## src/rtl/cnn_ctrl_pkg.sv

```systemverilog
// Shared definitions for the CNN batch inference sequencer.
// Holds the FSM state encoding, default image size and the timeout class code.
package cnn_ctrl_pkg;

  typedef enum logic [2:0] {
    ST_IDLE,
    ST_PRIME,
    ST_STREAM,
    ST_WAIT_DONE,
    ST_REPORT,
    ST_GAP_WAIT
  } state_e;

  localparam int         CNN_IMG_PIXELS    = 784;
  localparam logic [3:0] CNN_TIMEOUT_DIGIT = 4'hF;

endpackage

```

## src/rtl/cnn_cycle_counter.sv

```systemverilog
// Saturating cycle counter: synchronous clear wins over enable, holds at all-ones.
// Value is visible the cycle after clear/enable; no backpressure.
module cnn_cycle_counter #(
  parameter int CNT_W = 32
) (
  input  logic             clk,
  input  logic             rst_n,
  input  logic             clear_i,
  input  logic             en_i,
  output logic [CNT_W-1:0] cnt_o
);

  logic [CNT_W-1:0] cnt_q, cnt_d;

  always_comb begin
    cnt_d = cnt_q;
    if (clear_i) begin
      cnt_d = '0;
    end else if (en_i && (cnt_q != {CNT_W{1'b1}})) begin
      cnt_d = cnt_q + CNT_W'(1);
    end
  end

  always_ff @(posedge clk or negedge rst_n) begin
    if (!rst_n) cnt_q <= '0;
    else        cnt_q <= cnt_d;
  end

  assign cnt_o = cnt_q;

endmodule

```

## src/rtl/cnn_infer_seq.sv

```systemverilog
// Batch sequencer: streams each image from pixel memory into the CNN, then reports class and latency.
// Reads lead beats by one cycle; no backpressure, the CNN must take one beat per cycle.
module cnn_infer_seq
  import cnn_ctrl_pkg::*;
#(
  parameter int IMG_PIXELS = CNN_IMG_PIXELS,
  parameter int ADDR_W     = 20,
  parameter int IDX_W      = 10,
  parameter int CNT_W      = 32,
  parameter int TIMEOUT    = 65535,
  parameter int GAP        = 4
) (
  input  logic              clk,
  input  logic              rst_n,
  input  logic              start,
  input  logic              abort,
  input  logic [IDX_W-1:0]  num_images,
  output logic              busy,
  output logic              done,
  output logic              mem_rd_en,
  output logic [ADDR_W-1:0] mem_addr,
  input  logic [7:0]        mem_rd_data,
  output logic              cnn_valid_in,
  output logic signed [7:0] cnn_data_in,
  input  logic              cnn_fc_done,
  input  logic [3:0]        cnn_final_digit,
  output logic              res_valid,
  output logic [IDX_W-1:0]  res_index,
  output logic [3:0]        res_digit,
  output logic [CNT_W-1:0]  res_cycles,
  output logic              res_timeout
);

  state_e            state_q;
  logic              busy_q, done_q, rd_en_q, valid_q, res_valid_q, res_timeout_q;
  logic [ADDR_W-1:0] addr_q, base_q, pix_q;
  logic [IDX_W-1:0]  n_img_q, img_q, res_index_q;
  logic [3:0]        res_digit_q;
  logic [CNT_W-1:0]  res_cycles_q, tmr_q;
  logic [CNT_W-1:0]  lat_cnt;
  logic              timed_out, launch;

  cnn_cycle_counter #(.CNT_W(CNT_W)) u_lat_cnt (
    .clk     (clk),
    .rst_n   (rst_n),
    .clear_i (state_q == ST_PRIME),
    .en_i    ((state_q == ST_STREAM) || (state_q == ST_WAIT_DONE)),
    .cnt_o   (lat_cnt)
  );

  // tmr_q is shared: WAIT_DONE timeout count, then GAP_WAIT idle count.
  assign timed_out = (tmr_q == CNT_W'(TIMEOUT - 1));
  assign launch    = ((state_q == ST_REPORT) && (GAP == 0)) ||
                     ((state_q == ST_GAP_WAIT) && (tmr_q == CNT_W'(GAP - 1)));

  always_ff @(posedge clk or negedge rst_n) begin
    if (!rst_n) begin
      state_q       <= ST_IDLE;
      busy_q        <= 1'b0;
      done_q        <= 1'b0;
      rd_en_q       <= 1'b0;
      valid_q       <= 1'b0;
      res_valid_q   <= 1'b0;
      res_timeout_q <= 1'b0;
      addr_q        <= '0;
      base_q        <= '0;
      pix_q         <= '0;
      n_img_q       <= '0;
      img_q         <= '0;
      res_index_q   <= '0;
      res_digit_q   <= '0;
      res_cycles_q  <= '0;
      tmr_q         <= '0;
    end else begin
      done_q      <= 1'b0;
      res_valid_q <= 1'b0;
      if (abort && (state_q != ST_IDLE)) begin
        state_q <= ST_IDLE;
        busy_q  <= 1'b0;
        rd_en_q <= 1'b0;
        valid_q <= 1'b0;
      end else begin
        case (state_q)
          ST_IDLE: begin
            if (start) begin
              if (num_images == '0) begin
                done_q <= 1'b1;
              end else begin
                n_img_q <= num_images;
                img_q   <= '0;
                base_q  <= '0;
                addr_q  <= '0;
                rd_en_q <= 1'b1;
                busy_q  <= 1'b1;
                state_q <= ST_PRIME;
              end
            end
          end
          ST_PRIME: begin
            state_q <= ST_STREAM;
            valid_q <= 1'b1;
            pix_q   <= '0;
            rd_en_q <= (IMG_PIXELS > 1);
            if (IMG_PIXELS > 1) addr_q <= addr_q + ADDR_W'(1);
          end
          ST_STREAM: begin
            if (pix_q == ADDR_W'(IMG_PIXELS - 1)) begin
              valid_q <= 1'b0;
              rd_en_q <= 1'b0;
              tmr_q   <= '0;
              state_q <= ST_WAIT_DONE;
            end else begin
              pix_q   <= pix_q + ADDR_W'(1);
              rd_en_q <= (pix_q + ADDR_W'(2)) < ADDR_W'(IMG_PIXELS);
              if ((pix_q + ADDR_W'(2)) < ADDR_W'(IMG_PIXELS)) addr_q <= addr_q + ADDR_W'(1);
            end
          end
          ST_WAIT_DONE: begin
            tmr_q <= tmr_q + CNT_W'(1);
            if (cnn_fc_done || timed_out) begin
              res_valid_q   <= 1'b1;
              res_index_q   <= img_q;
              res_cycles_q  <= lat_cnt;
              res_timeout_q <= !cnn_fc_done;
              res_digit_q   <= cnn_fc_done ? cnn_final_digit : CNN_TIMEOUT_DIGIT;
              img_q         <= img_q + IDX_W'(1);
              base_q        <= base_q + ADDR_W'(IMG_PIXELS);
              state_q       <= ST_REPORT;
            end
          end
          ST_REPORT: begin
            tmr_q <= '0;
            if (GAP != 0) state_q <= ST_GAP_WAIT;
          end
          ST_GAP_WAIT: tmr_q <= tmr_q + CNT_W'(1);
          default:     state_q <= ST_IDLE;
        endcase
        // img_q/base_q already point at the next image here.
        if (launch) begin
          if (img_q == n_img_q) begin
            done_q  <= 1'b1;
            busy_q  <= 1'b0;
            state_q <= ST_IDLE;
          end else begin
            rd_en_q <= 1'b1;
            addr_q  <= base_q;
            state_q <= ST_PRIME;
          end
        end
      end
    end
  end

  assign busy         = busy_q;
  assign done         = done_q;
  assign mem_rd_en    = rd_en_q;
  assign mem_addr     = addr_q;
  assign cnn_valid_in = valid_q;
  assign cnn_data_in  = valid_q ? $signed(mem_rd_data) : '0;
  assign res_valid    = res_valid_q;
  assign res_index    = res_index_q;
  assign res_digit    = res_digit_q;
  assign res_cycles   = res_cycles_q;
  assign res_timeout  = res_timeout_q;

endmodule

```

## config.mk

```make
export PLATFORM = sky130hd
export DESIGN_NAME = cnn_infer_seq
export DESIGN_NICKNAME = d
export VERILOG_FILES = /design/src/rtl/cnn_ctrl_pkg.sv /design/src/rtl/cnn_cycle_counter.sv /design/src/rtl/cnn_infer_seq.sv
export SDC_FILE = /design/constraint.sdc
export NUM_CORES = 1
export LEC_CHECK = 0
export CAP_MARGIN = 20
export CORE_ASPECT_RATIO = 1.2
export CORE_UTILIZATION = 45
export DETAILED_ROUTE_END_ITERATION = 16
export PLACE_DENSITY = 0.67
export SYNTH_ARGS = -nofsm -noshare
export SYNTH_HDL_FRONTEND = slang
export SYNTH_SLANG_ARGS = --single-unit
```

## constraint.sdc

```tcl
create_clock -name clk -period 2.8 [get_ports clk]
set_input_delay 0.42 -clock clk [delete_from_list [all_inputs] [get_ports clk]]
set_output_delay 0.42 -clock clk [all_outputs]
set_load 0.01 [all_outputs]
```

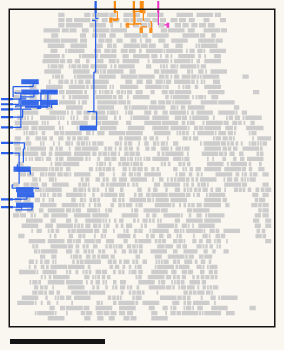
(port wiring)
Scale bar: 50 um.
[cnn_fc_done] magenta | direction: input | edge: top | end cells: 1 | buffers: 1 | wire: 9.20 um
[cnn_final_digit] orange | direction: input | edge: top | end cells: 4 | buffers: 4 | wire: 65.3 um
[res_index] blue | direction: output | edge: 9 left, 1 top | end cells: 10 | buffers: 10 | wire: 340 um

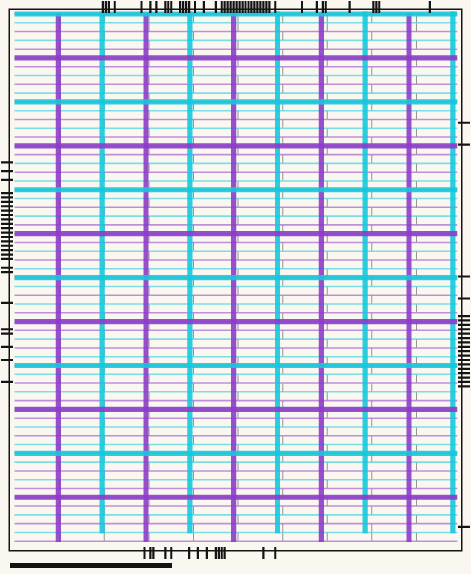
(floorplan with the power grid)
Scale bar: 50 um. Pins as bars on the die edge. Tap cells in gray.
[VSS] purple
[VDD] cyan
met4 straps: 10
signal pins: 107
tap cells: 279
maximum VDD drop: 0.000599 V
Core ar.: 0.0224 sq mm
DIE HEIGHT: 167 um
die width: 140 um

==> notes.md <==
impl run done, here's what came out: status finished clean, Switch Pwr 3.49 mW, I/O pin total 107, total CTS buffers 17, worst endpoint required time 3.17 ns, global-route wire length before repair 44400 um, fmax 0.367 GHz, OpenROAD warning count 28, global-route congestion overflow total 0, Post-synth EDFFs 0, initial core utilization 0.457, syn_area_per_cell 9.38 sq um, Critical Path Source Type flop, adder share 0.00954, largest fanout on the critical path 4, Synth Instances 1091, Placed Cells 1524, Top Layer Used met4, Seq cells post-synth 195, DR vias 8853, WL met1 11500 um, H-tree levels 4, synth warn 0, Hold WC Path Type flop to flop, combinational share of power 0.341, Commonest flop dfrtp_1, clock power share 0.266, YS chip area 0.0102 sq mm, routed wl met3 1260 um, worst-margin pin slew 0.624 ns, clk ins delay skew pair 0.44 ns, Multiplexer share 0.0523, # clock sinks 195, Final GP Congestion 0.905, dpl cell area 0.0122 sq mm, cycle use final 0.972, Post-Syn Area 0.0102 sq mm, sequential power 3.67 mW, power in the clock group 2.48 mW, Pre-Repair DR Iteration Count 5, top power group registers, Slew headroom 0.584, yosys simple share 0.238, GR Util met1 0.302, non-filler cells, final 1561, Setup WS pre-CTS -0.0179 ns, n_diodes 0, max-cap viol count 0, Longest Clk Path Bufs 2, final hold violation count 0, Iteration-0 DRC Markers 797, RSZ-0062 raised after global routing true
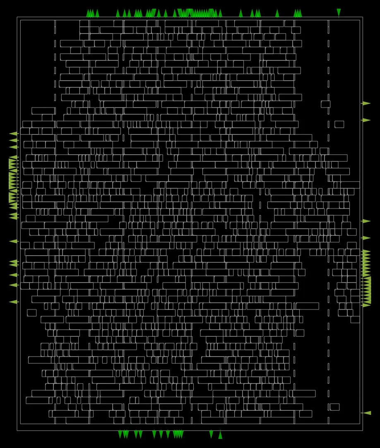
(cell outlines without signal wires)
Rows: 60
Layout fillers: 1977

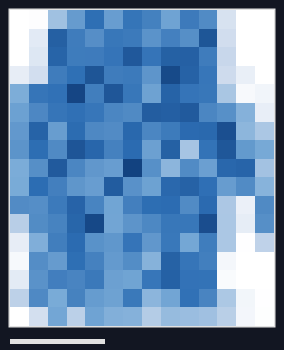
(cell density map)
Scale bar: 50 um. The die is cut into 14 by 17 equal tiles; white is low, dark blue is high, 0 to 100% covered.
mean over tiles: 54%
nearly empty tiles: 8.0%
fullest tile: 93%
tiles over 75% full: 19%

area by class of cell:
class / instances / area [sq um]
sequential: 195 / 4880
fill: 1977 / 9390
inverter: 21 / 78.8
timing repair buffer: 205 / 1860
clock buffer: 18 / 439
multi-input combinational: 829 / 5200
clock inverter: 14 / 166
tap: 279 / 349
critical path, stage by stage (launching register included):
cell,delay [ns]
dfrtp_1,0.39
nor4_1,0.33
nand4_1,0.27
o41ai_4,0.40
a31oi_2,0.18
or2_4,0.28
or3_4,0.37
or3_1,0.31
a21oi_1,0.14
kinds of logic (layout without fill, tap and decap cells):
| group | Yosys count | count (layout) |
|---|---|---|
| buffers and inverters | 67 | 258 |
| AND-OR/OR-AND | 175 | 175 |
| AND/OR/NAND/NOR | 498 | 498 |
| flip-flops | 195 | 195 |
| multiplexers | 48 | 48 |
| XOR/XNOR | 100 | 100 |
| adder cells (fa/ha/maj) | 8 | 8 |
cells in the mapped netlist (all sizes together) (5+ instances only):
library cell  count  share of area
dfrtp           195           0.48
nor2            157          0.058
nand2           110          0.040
xor2             64          0.055
nand3            56          0.027
o21ai            51          0.025
a21oi            50          0.025
mux2             44          0.048
clkbuf           38          0.014
xnor2            36          0.031
nand4            35          0.021
nor3             32          0.016
and3             26          0.016
nor4             22          0.017
inv              21         0.0077
or3              15         0.0097
and2             14         0.0086
o22ai             9         0.0055
and4              8         0.0068
buf               8         0.0040
a31oi             7         0.0043
ha                7         0.0086
a22o              6         0.0051
o31ai             6         0.0044
nor3b             5         0.0037
o211ai            5         0.0037
final timing paths:
kind	cells after the start	end	slack (ns)
setup / recovery	8	img_q[6]	0.08
hold / removal	2	n_img_q[9]	0.50
setup reg to reg	8	img_q[6]	0.08
hold reg to reg	2	n_img_q[9]	0.50
max in group asynchronous	3	res_index[4]	1.46
min in group asynchronous	2	pix_q[14]	0.54
Power figures rest on the tool's default switching activity, not on a simulated workload.
